### src/rtl/demux12_stream.sv
// demux12_stream: 1-to-2 packet stream demultiplexer.
// The destination is taken from s_sel on the first beat of a packet and held
// until the last beat. Each output channel has one holding register, and each
// channel counts the packets its sink has consumed.
module demux12_stream #(
   parameter int unsigned WIDTH = 8,
   parameter int unsigned CNT_W = 8
) (
   input  logic             clk,
   input  logic             rst,
   input  logic [WIDTH-1:0] s_data,
   input  logic             s_valid,
   input  logic             s_last,
   input  logic             s_sel,
   output logic             s_ready,
   output logic [WIDTH-1:0] m0_data,
   output logic             m0_last,
   output logic             m0_valid,
   input  logic             m0_ready,
   output logic [WIDTH-1:0] m1_data,
   output logic             m1_last,
   output logic             m1_valid,
   input  logic             m1_ready,
   output logic [CNT_W-1:0] pkt_cnt0,
   output logic [CNT_W-1:0] pkt_cnt1,
   output logic             busy
);

   typedef enum logic {IDLE, LOCKED} state_t;

   state_t             state_q;
   logic               locked_sel_q;
   logic [WIDTH-1:0]   m0_data_q, m1_data_q;
   logic               m0_last_q, m1_last_q;
   logic               m0_valid_q, m1_valid_q;
   logic [CNT_W-1:0]   pkt_cnt0_q, pkt_cnt1_q;

   logic               dest_c;
   logic               ready_c;
   logic               accept_c;
   logic               done0_c, done1_c;

   // Destination: live select on a first beat, locked select mid-packet.
   // Only the destination register gates input acceptance.
   always_comb begin
      dest_c   = (state_q == LOCKED) ? locked_sel_q : s_sel;
      ready_c  = dest_c ? (!m1_valid_q || m1_ready) : (!m0_valid_q || m0_ready);
      accept_c = s_valid && ready_c;
      done0_c  = m0_valid_q && m0_ready && m0_last_q;
      done1_c  = m1_valid_q && m1_ready && m1_last_q;
   end

   // Lock FSM, per-channel holding registers and packet counters.
   always_ff @(posedge clk) begin
      if (rst) begin
         state_q      <= IDLE;
         locked_sel_q <= 1'b0;
         m0_data_q    <= '0;
         m1_data_q    <= '0;
         m0_last_q    <= 1'b0;
         m1_last_q    <= 1'b0;
         m0_valid_q   <= 1'b0;
         m1_valid_q   <= 1'b0;
         pkt_cnt0_q   <= '0;
         pkt_cnt1_q   <= '0;
      end else begin
         if (accept_c) begin
            case (state_q)
               IDLE: begin
                  if (!s_last) begin
                     state_q      <= LOCKED;
                     locked_sel_q <= s_sel;
                  end
               end
               LOCKED: begin
                  if (s_last) state_q <= IDLE;
               end
               default: state_q <= IDLE;
            endcase
         end

         // Channel 0: a refill wins over a drain, so there is no bubble.
         if (accept_c && !dest_c) begin
            m0_data_q  <= s_data;
            m0_last_q  <= s_last;
            m0_valid_q <= 1'b1;
         end else if (m0_valid_q && m0_ready) begin
            m0_valid_q <= 1'b0;
         end

         // Channel 1: same holding-register behaviour.
         if (accept_c && dest_c) begin
            m1_data_q  <= s_data;
            m1_last_q  <= s_last;
            m1_valid_q <= 1'b1;
         end else if (m1_valid_q && m1_ready) begin
            m1_valid_q <= 1'b0;
         end

         if (done0_c) pkt_cnt0_q <= pkt_cnt0_q + CNT_W'(1);
         if (done1_c) pkt_cnt1_q <= pkt_cnt1_q + CNT_W'(1);
      end
   end

   assign s_ready  = ready_c;
   assign m0_data  = m0_data_q;
   assign m0_last  = m0_last_q;
   assign m0_valid = m0_valid_q;
   assign m1_data  = m1_data_q;
   assign m1_last  = m1_last_q;
   assign m1_valid = m1_valid_q;
   assign pkt_cnt0 = pkt_cnt0_q;
   assign pkt_cnt1 = pkt_cnt1_q;
   assign busy     = (state_q == LOCKED);

endmodule
### config.mk
export PLATFORM = sky130hd
export DESIGN_NAME = demux12_stream
export DESIGN_NICKNAME = d
export VERILOG_FILES = /design/src/rtl/demux12_stream.sv
export SDC_FILE = /design/constraint.sdc
export NUM_CORES = 1
export LEC_CHECK = 0
export CAP_MARGIN = 0
export CORE_MARGIN = 10
export CORE_UTILIZATION = 40
export DETAILED_ROUTE_END_ITERATION = 10
export PLACE_DENSITY_LB_ADDON = 0.12
export SLEW_MARGIN = 0
export SYNTH_ARGS = -nofsm -noshare
export SYNTH_HDL_FRONTEND = slang
export SYNTH_SLANG_ARGS = --single-unit
### constraint.sdc
create_clock -name clk -period 1.38 [get_ports clk]
set_input_delay 0.414 -clock clk [delete_from_list [all_inputs] [get_ports clk]]
set_output_delay 0.414 -clock clk [all_outputs]
set_load 0.01 [all_outputs]
### M1 wires, run 1

Supply wires on this layer in grey.
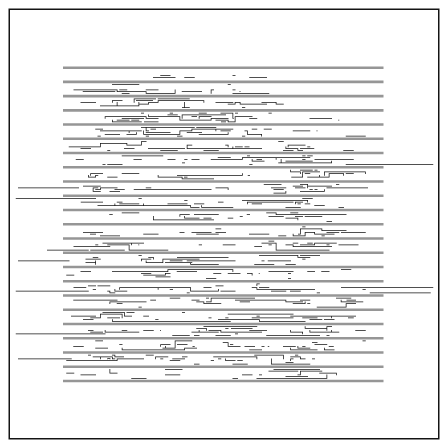
The longest straight run is 22.5 µm. The wires run mostly horizontal.

### Metal 2, run 1

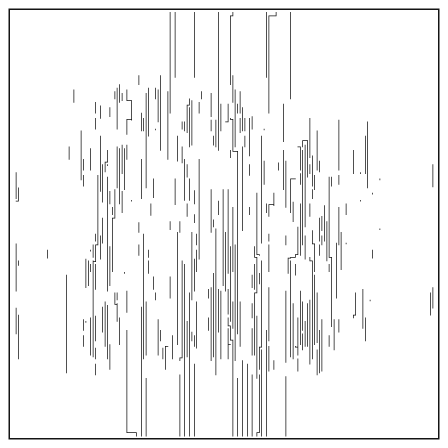
The wires run mostly vertical. The longest straight run is 34.9 µm. The layer holds 50% of the routed length. 229 nets have wire on it. The layer carries 2040 µm of wire.
via count: 1313
met2 track demand over resource: 21.4%
drt total wl: 4070 µm

### The metal 3 layer, run 1

Scale bar: 20 µm. Cells faint in the background.
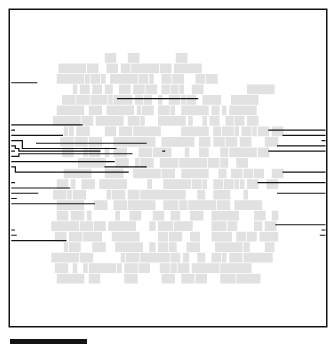
The wires run mostly horizontal. The layer carries 410 µm of wire. 30 nets have wire on it. The longest straight run is 29.2 µm. The layer holds 10% of the routed length.

==> commit_impl_results.txt, run 1 <==
Update PnR metrics after Yosys + OpenROAD run

- Post-route ant nets: 0
- Counting pins that exceed their max-slew limit in the final report gives 0.
- Overall power consumption after layout is estimated at 0.00242 W.
* Top Family by Delay on Critical Path: multiplexers
- Area growth from synthesis to final layout: 61.2%
* Setup Viol. Count Final: 13
- The number of setup buffers added after CTS is 1.
* Number of flip-flops and latches: 38
- Post-synthesis adder-cell area fraction: 1.64%
- Note, the detailed placer reported a final HPWL of 3040 µm.
* Layout clock buffers: 6
- The worst setup path is of the reg2out kind.
- After synthesis, the mean cell area works out to just over 10 µm².
* Worst path depth: 3
- The most critical min-delay path falls under reg2reg.
* Synth Area in Compound Gates: 2.30%
- Post-cts repair resize count: 60
- Number of nets in the synthesized netlist: 166
- The final timing report gives a worst setup slack of -0.374 ns.
- Comb power: 0.000341 W
- Counting plain and timing-repair buffers in the layout gives 84.
* Most numerous logic cells after layout: dfxtp_1 (35), nor2_1 (34), dlygate4sd2_1 (32)
* Fraction of area in registers: a little under a third
- Biggest cell category by area in the final layout: flip-flops and latches
- Synth flops: 38
* Synth top cell by count: dfxtp_1
- Num CTS Buffers: 5
- Antenna Diode Count: 0
- The timing report gives the biggest stage delay along the critical path as 0.38 ns.
- Comb area: between 700 and 800 µm²
* DRT Pass-1 Iters: 2
* Number of distinct library cells after synthesis: 24
- Terminating pin of the worst hold path: m0_data[6]
- Timing analysis after detailed placement gives a worst setup slack of -0.882 ns.
* Share of cell area taken by muxes after synthesis: 15.4%
- Instance tally after logic synthesis: between 100 and 150
* Result of the run: complete, but fails checks
- Chip Area, Yosys: 0.00152 mm²
- Post-route cell area: 0.00246 mm²
- Violated checks: negative setup slack
* Final setup skew: a little under 0.005 ns
* Final net count: between 200 and 250
* Sw power: 0.000553 W
- Tool warning count: 28
- The number of antenna violations at the first check in global routing was 0.
- Met3 usage: under 10%
* Area share of the largest cell type after synthesis: 49.9%
- The floorplan step defined a core boundary enclosing 0.00366 mm².
* FFs w/ async S/R, synth: 0%
- Most common cell after layout, fill and taps aside: dfxtp_1
- Slew @ Worst Pin: 0.269 ns
- In the finished design, the share of the clock period the worst path needs comes to 127%.
- Entering global routing, the biggest net connects 20 pins.
* Time the worst path needs with I/O delays and setup: about 1.8 ns
- The H-tree was split into 2 levels.
- Clock cells make up 4.43% of the layout cell area.
* Startpoint of the worst hold path: m0_data[6]
- Final total negative setup slack: -1.40 ns
* Clock share of power: 38.1%
- Pre-placement core utilization: a little over two fifths
- Of the total standard cell area in the layout, the multi-input combinational portion is 31.2%.
* Count of standard-cell rows: 22
- Combinational gates: about 100
- Measured in cells, the most critical reg-to-reg path has a length of 6.
- The number of global-route vias before repair is roughly 1400.
- In this run the tightest slew margin relative to its limit is 82.0%.
- Tally of yosys warning messages: 0
- Drt wl/cell: between 10 and 15 µm
- Signal routing reaches up to met4.
- Layout fillers: 312
* Non-clock buffers, area share: between 30% and 40%
- Dividing total power by cell area gives a power density of 986 mW/mm².
==> run 2, diff against run 1 <==
--- a/config.mk
+++ b/config.mk
@@ -5,6 +5,7 @@
 export SDC_FILE = /design/constraint.sdc
 export NUM_CORES = 1
 export LEC_CHECK = 0
+export ABC_CLOCK_PERIOD_IN_PS = 1380
 export CAP_MARGIN = 0
 export CORE_MARGIN = 10
 export CORE_UTILIZATION = 40
### Gate-type map, run 2

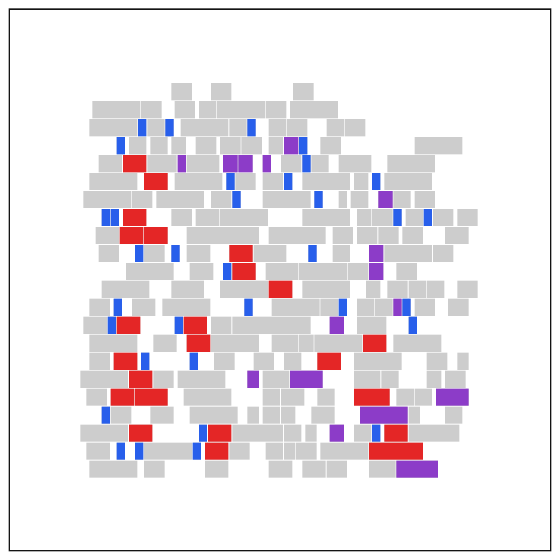
Key: blue = nor cells [cells 34, most used nor2_1]; purple = nand cells [cells 16, most used nand4_1]; red = mux cells [cells 23, most used mux2i_1]
Final Non-Filler Cells: 281
most common cell after layout, fill and taps aside: dfxtp_1
Comb area share: 31.2%

### The metal 3 layer, run 2

Scale bar: 20 µm. Cells faint in the background.
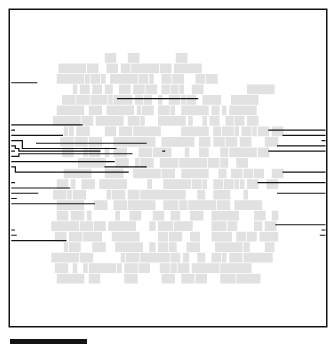
The layer holds 10% of the routed length. The layer carries 410 µm of wire. The longest straight run is 29.2 µm. 30 nets have wire on it.
met3 usage: 7.21%

==> commit_impl_results.txt, run 2 <==
Update PnR metrics after Yosys + OpenROAD run

* Worst path setup slack after routing: -0.374 ns
- In the final design, more cell area goes to flip-flops and latches than to any other class.
- The iteration count recorded for the first detailed-route pass is 2.
- Via count: 1313
- The highest layer touched by signal routing is met4.
- Counting distinct cell types in the post-synthesis netlist gives 24.
- Synth Area in Compound Gates: roughly 2.3%
* Number of global-route vias before repair: between 1000 and 1500
- For reference, the most critical setup path is categorized as reg2out.
* Initial antenna violation count: 0
* Combinational gates: 103
- According to the floorplan log, the row count is 22.
- Tally of yosys warning messages: 0
- The share of total power dissipated in the clock network is a little under two fifths.
* Tool warning count: 28
- Measured against its own limit, the worst slew margin works out to 82.0%.
* Final setup skew: 0.00482 ns
- The cell count after synthesis came out at 149.
- Fraction of area in registers: between 30% and 40%
- The synthesized netlist devotes 1.64% of its cell area to adder and majority cells.
- Startpoint of the worst hold path: m0_data[6]
- Post-DP HPWL: 3040 µm
- The top cell type by area accounts for 49.9% of the synthesized area.
- Post-layout period usage of the worst path: 127%
- Final net count: between 200 and 250
* Length in cells of the worst reg-to-reg path: 6
* Final total negative setup slack: -1.40 ns
* Number of flip-flops and latches: 38
* Setup Viol. Count Final: 13
* CTS H-tree lvls: 2
- HP Class: reg2reg
* Comb area: 766 µm²
* Post-cts repair resize count: 60
* Violated checks: negative setup slack
* Pin count of the biggest net entering global routing: 20
- After floorplanning, the core was sized to cover ~0.0037 mm².
* Critical path's largest stage delay: 0.38 ns
- Comb power: ~0.00034 W
- Result of the run: complete, but fails checks
* Post-route cell area: 0.00246 mm²
* Clock distribution area overhead in the final layout: 4.43%
* Chip Area, Yosys: between 0.0015 and 0.002 mm²
* Average cell area after synthesis: about 10 µm²
- Met2 track demand over resource: between 20% and 30%
- After layout the signal buffers, clock cells excluded, come to 30.8% of cell area.
- The count of nets left with antenna violations once routing finished came out at 0.
- Worst path depth: 3
- Antenna Diode Count: 0
- After layout, the buffer instance count without clock buffers stands at 84.
* Num CTS Buffers: 5
- Yosys instantiated no cell more often than dfxtp_1.
- For reference, the mux area share after synthesis is between 10% and 20%.
- Synth flops: 38
- Sw power: 0.000553 W
* FFs w/ async S/R, synth: 0%
* Terminating pin of the worst hold path: m0_data[6]
* Setup WS pre-CTS: -0.882 ns
Power is estimated from default activity; no workload was simulated.
